<file path="config.mk">
export PLATFORM = sky130hd
export DESIGN_NAME = green_weight_gen
export DESIGN_NICKNAME = d
export VERILOG_FILES = /design/src/rtl/green_weight_gen.sv
export SDC_FILE = /design/constraint.sdc
export NUM_CORES = 1
export LEC_CHECK = 0
export ABC_AREA = 1
export CORE_MARGIN = 10
export CORE_UTILIZATION = 38
export DETAILED_ROUTE_END_ITERATION = 8
export GPL_ROUTABILITY_DRIVEN = 0
export PLACE_DENSITY = 0.58
export SLEW_MARGIN = 20
export SYNTH_ARGS = -nofsm -noshare
export SYNTH_HDL_FRONTEND = slang
export SYNTH_SLANG_ARGS = --single-unit
</file>
<file path="constraint.sdc">
create_clock -name clk -period 3.6 [get_ports clk]
set_clock_uncertainty 0.05 [all_clocks]
set_input_delay 0.54 -clock clk [delete_from_list [all_inputs] [get_ports clk]]
set_output_delay 0.54 -clock clk [all_outputs]
set_load 0.005 [all_outputs]
</file>
<file path="src/rtl/green_weight_gen.sv">
// rtl/green_weight_gen.sv - gradient-ratio blend weights w_s/w_f via 9-step restoring divide; option macro GREEN_WEIGHT_ROUND_EN
module green_weight_gen #(
  parameter int pixelBitWidth  = 12,
  parameter int weightBitWidth = 8,
  parameter int gradBitWidth   = 14
) (
  input  logic                            clk,
  input  logic                            rst,
  input  logic                            in_valid,
  output logic                            in_ready,
  input  logic [gradBitWidth-1:0]         grad_s,
  input  logic [gradBitWidth-1:0]         grad_f,
  input  logic signed [pixelBitWidth:0]   green_s_in,
  input  logic signed [pixelBitWidth:0]   green_f_in,
  output logic                            out_valid,
  input  logic                            out_ready,
  output logic [weightBitWidth-1:0]       w_s,
  output logic [weightBitWidth-1:0]       w_f,
  output logic signed [pixelBitWidth:0]   green_s,
  output logic signed [pixelBitWidth:0]   green_f
);

  localparam int WW = weightBitWidth;
  localparam int QW = WW + 1;            // quotient spans 0..2^WW inclusive
  localparam int DW = gradBitWidth + 1;  // grad_s+grad_f never overflows
  localparam int CW = $clog2(QW);
`ifdef GREEN_WEIGHT_ROUND_EN
  localparam int NW = gradBitWidth + WW + 1;
`else
  localparam int NW = gradBitWidth + WW;
`endif
  localparam logic [QW-1:0] ONE_Q   = {1'b1, {WW{1'b0}}};
  localparam logic [WW-1:0] HALF_W  = {1'b1, {(WW-1){1'b0}}};

  typedef enum logic [1:0] {IDLE, DIV, OUT} state_t;

  state_t          r_state, w_state_next;
  logic [DW-1:0]   r_den;
  logic [DW-1:0]   r_rem;
  logic [QW-1:0]   r_nlo;
  logic [QW-2:0]   r_q;
  logic [CW-1:0]   r_cnt;

  logic [DW-1:0]   w_den;
  logic [NW-1:0]   w_num;
  logic [DW:0]     w_trial;
  logic [DW:0]     w_diff;
  logic            w_ge;
  logic [DW-1:0]   w_rem_next;
  logic [QW-1:0]   w_q_next;
  logic [QW-1:0]   w_inv;
  logic [WW-1:0]   w_ws_sat;
  logic [WW-1:0]   w_wf_sat;

  assign w_den = DW'(grad_s) + DW'(grad_f);
`ifdef GREEN_WEIGHT_ROUND_EN
  assign w_num = (NW'(grad_f) << WW) + NW'(w_den >> 1);
`else
  assign w_num = NW'(grad_f) << WW;
`endif

  // Only the low QW numerator bits are shifted in; the bits above them seed the
  // remainder, which is always below den because the quotient fits in QW bits.
  assign w_trial    = {r_rem, r_nlo[QW-1]};
  assign w_diff     = w_trial - {1'b0, r_den};
  assign w_ge       = ~w_diff[DW];
  assign w_rem_next = w_ge ? w_diff[DW-1:0] : w_trial[DW-1:0];
  assign w_q_next   = {r_q, w_ge};

  // Saturate 256 down to 255 for both complementary weights
  assign w_inv    = ONE_Q - w_q_next;
  assign w_ws_sat = w_q_next[QW-1] ? {WW{1'b1}} : w_q_next[WW-1:0];
  assign w_wf_sat = w_inv[QW-1]    ? {WW{1'b1}} : w_inv[WW-1:0];

  // State register
  always_ff @(posedge clk or posedge rst) begin
    if (rst) r_state <= IDLE;
    else     r_state <= w_state_next;
  end

  // Next-state logic and ready output
  always_comb begin
    w_state_next = r_state;
    in_ready     = 1'b0;
    case (r_state)
      IDLE: begin
        in_ready = 1'b1;
        if (in_valid) w_state_next = (w_den == '0) ? OUT : DIV;
      end
      DIV:     if (r_cnt == '0) w_state_next = OUT;
      OUT:     if (out_ready)   w_state_next = IDLE;
      default: w_state_next = IDLE;
    endcase
  end

  // Datapath: operand capture, one divide step per cycle, output registers
  always_ff @(posedge clk or posedge rst) begin
    if (rst) begin
      r_den     <= '0;
      r_rem     <= '0;
      r_nlo     <= '0;
      r_q       <= '0;
      r_cnt     <= '0;
      out_valid <= 1'b0;
      w_s       <= '0;
      w_f       <= '0;
      green_s   <= '0;
      green_f   <= '0;
    end else begin
      case (r_state)
        IDLE: begin
          if (in_valid) begin
            green_s <= green_s_in;
            green_f <= green_f_in;
            r_den   <= w_den;
            r_rem   <= DW'(w_num[NW-1:QW]);
            r_nlo   <= w_num[QW-1:0];
            r_q     <= '0;
            r_cnt   <= CW'(WW);
            if (w_den == '0) begin
              w_s       <= HALF_W;
              w_f       <= HALF_W;
              out_valid <= 1'b1;
            end
          end
        end
        DIV: begin
          r_rem <= w_rem_next;
          r_nlo <= r_nlo << 1;
          r_q   <= w_q_next[QW-2:0];
          r_cnt <= r_cnt - 1'b1;
          if (r_cnt == '0) begin
            w_s       <= w_ws_sat;
            w_f       <= w_wf_sat;
            out_valid <= 1'b1;
          end
        end
        OUT: begin
          if (out_ready) out_valid <= 1'b0;
        end
        default: ;
      endcase
    end
  end

endmodule

</file>
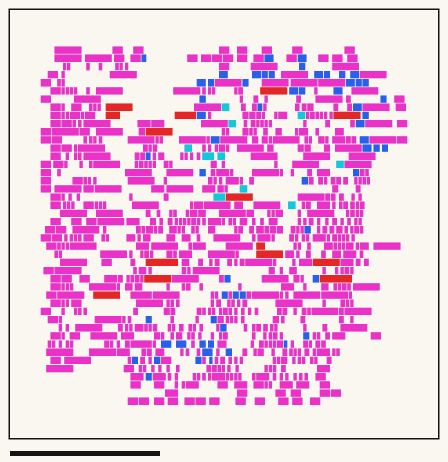
sizes.png
The bar under the picture is 50 um long.
Red is _6 and larger, cells 14, share 1.6%. Magenta is _0 and _1 cells, cells 791, share 91%. Cyan is _3 and _4 cells, cells 10, share 1.1%. Blue is _2 cells, cells 59, share 6.8%.

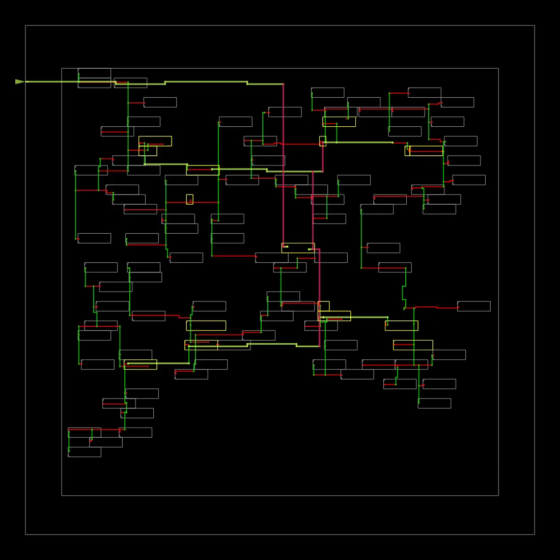
clocks.png
latest clock arrival within the worst-skew pair: 0.35 ns
Flops: 88

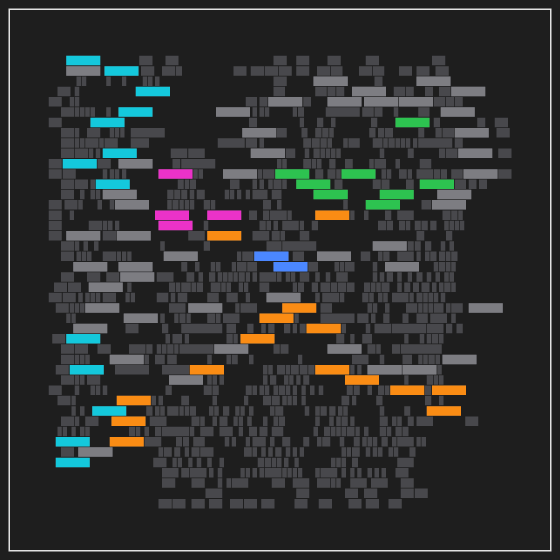
flops_by_reg.png
Other sequential cells in the stronger gray, the rest of the logic in the fainter gray.
Blue is r_state, sequential cells 2. Magenta is r_cnt, sequential cells 4. Green is r_q, sequential cells 8. Cyan is green_f, sequential cells 13. Orange is r_den, sequential cells 15.
Another 46 sequential cells are not colored.

==> impl_metrics.yaml <==
# flow metrics
die:
  core_um2: 14600
  io_pins: 102
  die_w_um: 143
  initCoreUtil: 0.390
  fp.dieH_um: 143
  rows: 44
synth:
  numSynthFlops: 88
  syn_nets: 866
  yosys-stat-area_um2: 5710
  synth_cell_type_count: 40
  area_leaders: "dfrtp_1 (39%), nand2_1 (16%), ha_1 (7.7%)"
  edf_count: 0
  yosysWarnings: 0
  syn_inst: 771
  synth_simple_gate_area_share: 0.288
  ys_seq_share: 0.386
  top_cell: "nand2_1"
  syn_area_um2: 5710
  ys_sh_adder: 0.0837
  synth.largest_area_cell: "dfrtp_1"
  ys_sh_aoi: 0.130
  synthTopCellsByCount: "nand2_1 (240), inv_1 (100), dfrtp_1 (88), nor2_1 (41), nand3_1 (38)"
timing:
  rsz0062_at_grt: "false"
  period_used_share: 0.888
  finalHoldViolations: 0
  timing.final.ws_setup_ns: 0.404
  slew_violations: 0
finish:
  final_cells: 1058
  areaGrowthSynthToFinish_pct: 26.8
  antenna_cells: 0
  drive_gt1_frac: 0.0950
global_routing:
  grt_pass1_wl_um: 25900
  grt_use_total: 0.156
  grt_max_degree: 48
  grt_remaining_overflow: 0
cts:
  cts.sinks: 88
  hold_buffers: 0
  post_cts_resized: 0
  tritoncts: "built"
  clk_root_buffer_cell: "clkbuf_16"
  clockBufferDepth: 2
pwr:
  irDropWorstVdd_uv: 362
  cellLeakagePower_nw: 3.60
critical_path:
  reg2reg_from: "r_den[1]"
  critPathLaunch: "r_den[1]"
  reg2reg_slack_ns: 0.40
  critPathCapture: "w_f[4]"
  max_stage_delay_ns: 0.41
  crit_type: "reg -> reg"
  worstPathArrival_ns: 3.37
status:
  status: "finished clean"
min_path:
  worstHoldPathType: "reg -> reg"
  hp-start: "green_f[5]"
route:
  viasPerCell: 4.92
  firstDrtPassIters: 4
  wl_per_cell_um: 14.7
  vias: 5208
run:
  warning_count: 29
placement:
  post_dp_cell_area_um2: 6920
-- layout make-up --
| type | instances | area [um2] | share of cell area |
|---|---|---|---|
| Inverter | 103 | 388 | 0.0536 |
| Clock buffer | 11 | 243 | 0.0335 |
| Tap cell | 184 | 230 | 0.0318 |
| Clock inverter | 5 | 78.8 | 0.0109 |
| Multi-Input combinational cell | 557 | 3000 | 0.415 |
| Sequential cell | 88 | 2200 | 0.304 |
| Timing Repair Buffer | 110 | 1090 | 0.151 |
-- metal layers --
| metal | track usage | part of all wire | vias to the layer above | routed length [um] |
|---|---|---|---|---|
| met5 | 0 | 0 | - | 0 |
| met4 | 0.0467 | 0.019 | 0 | 301 |
| li1 | - | - | 2661 | - |
| met2 | 0.256 | 0.46 | 128 | 7060 |
| met3 | 0.0541 | 0.066 | 20 | 1030 |
| met1 | 0.188 | 0.46 | 2399 | 7110 |
-- sequential cells by signal, summed over array words and instances, names as in the netlist --
name,cells
r_state,2
green_s,13
r_rem,15
r_den,15
w_s,8
r_q,8
w_f,8
r_cnt,4
r_nlo,1
green_f,13
out_valid,1
-- power breakdown --
| group | switching, mW | internal (mW) | total (mW) |
|---|---|---|---|
| sequential | 0.303 | 1.45 | 1.75 |
| combinational | 2.41 | 1.67 | 4.09 |
| clock | 0.398 | 0.628 | 1.03 |
| total | 3.11 | 3.75 | 6.87 |
-- layout by cell type, fill, tap and decap left out, types with 7 or more instances in the layout --
cell type / instances
nor2_1: 41
nand4_1: 10
clkbuf_16: 9
nand2_1: 240
o21ai_2: 15
xor2_1: 9
inv_1: 99
nand3_1: 38
o22ai_1: 10
a31oi_1: 8
ha_1: 35
clkdlybuf4s50_1: 101
a21oi_1: 35
nand2_2: 27
buf_4: 8
xnor2_1: 7
o211ai_1: 9
dfrtp_1: 88
o21ai_0: 35
Power is estimated from default activity; no workload was simulated.
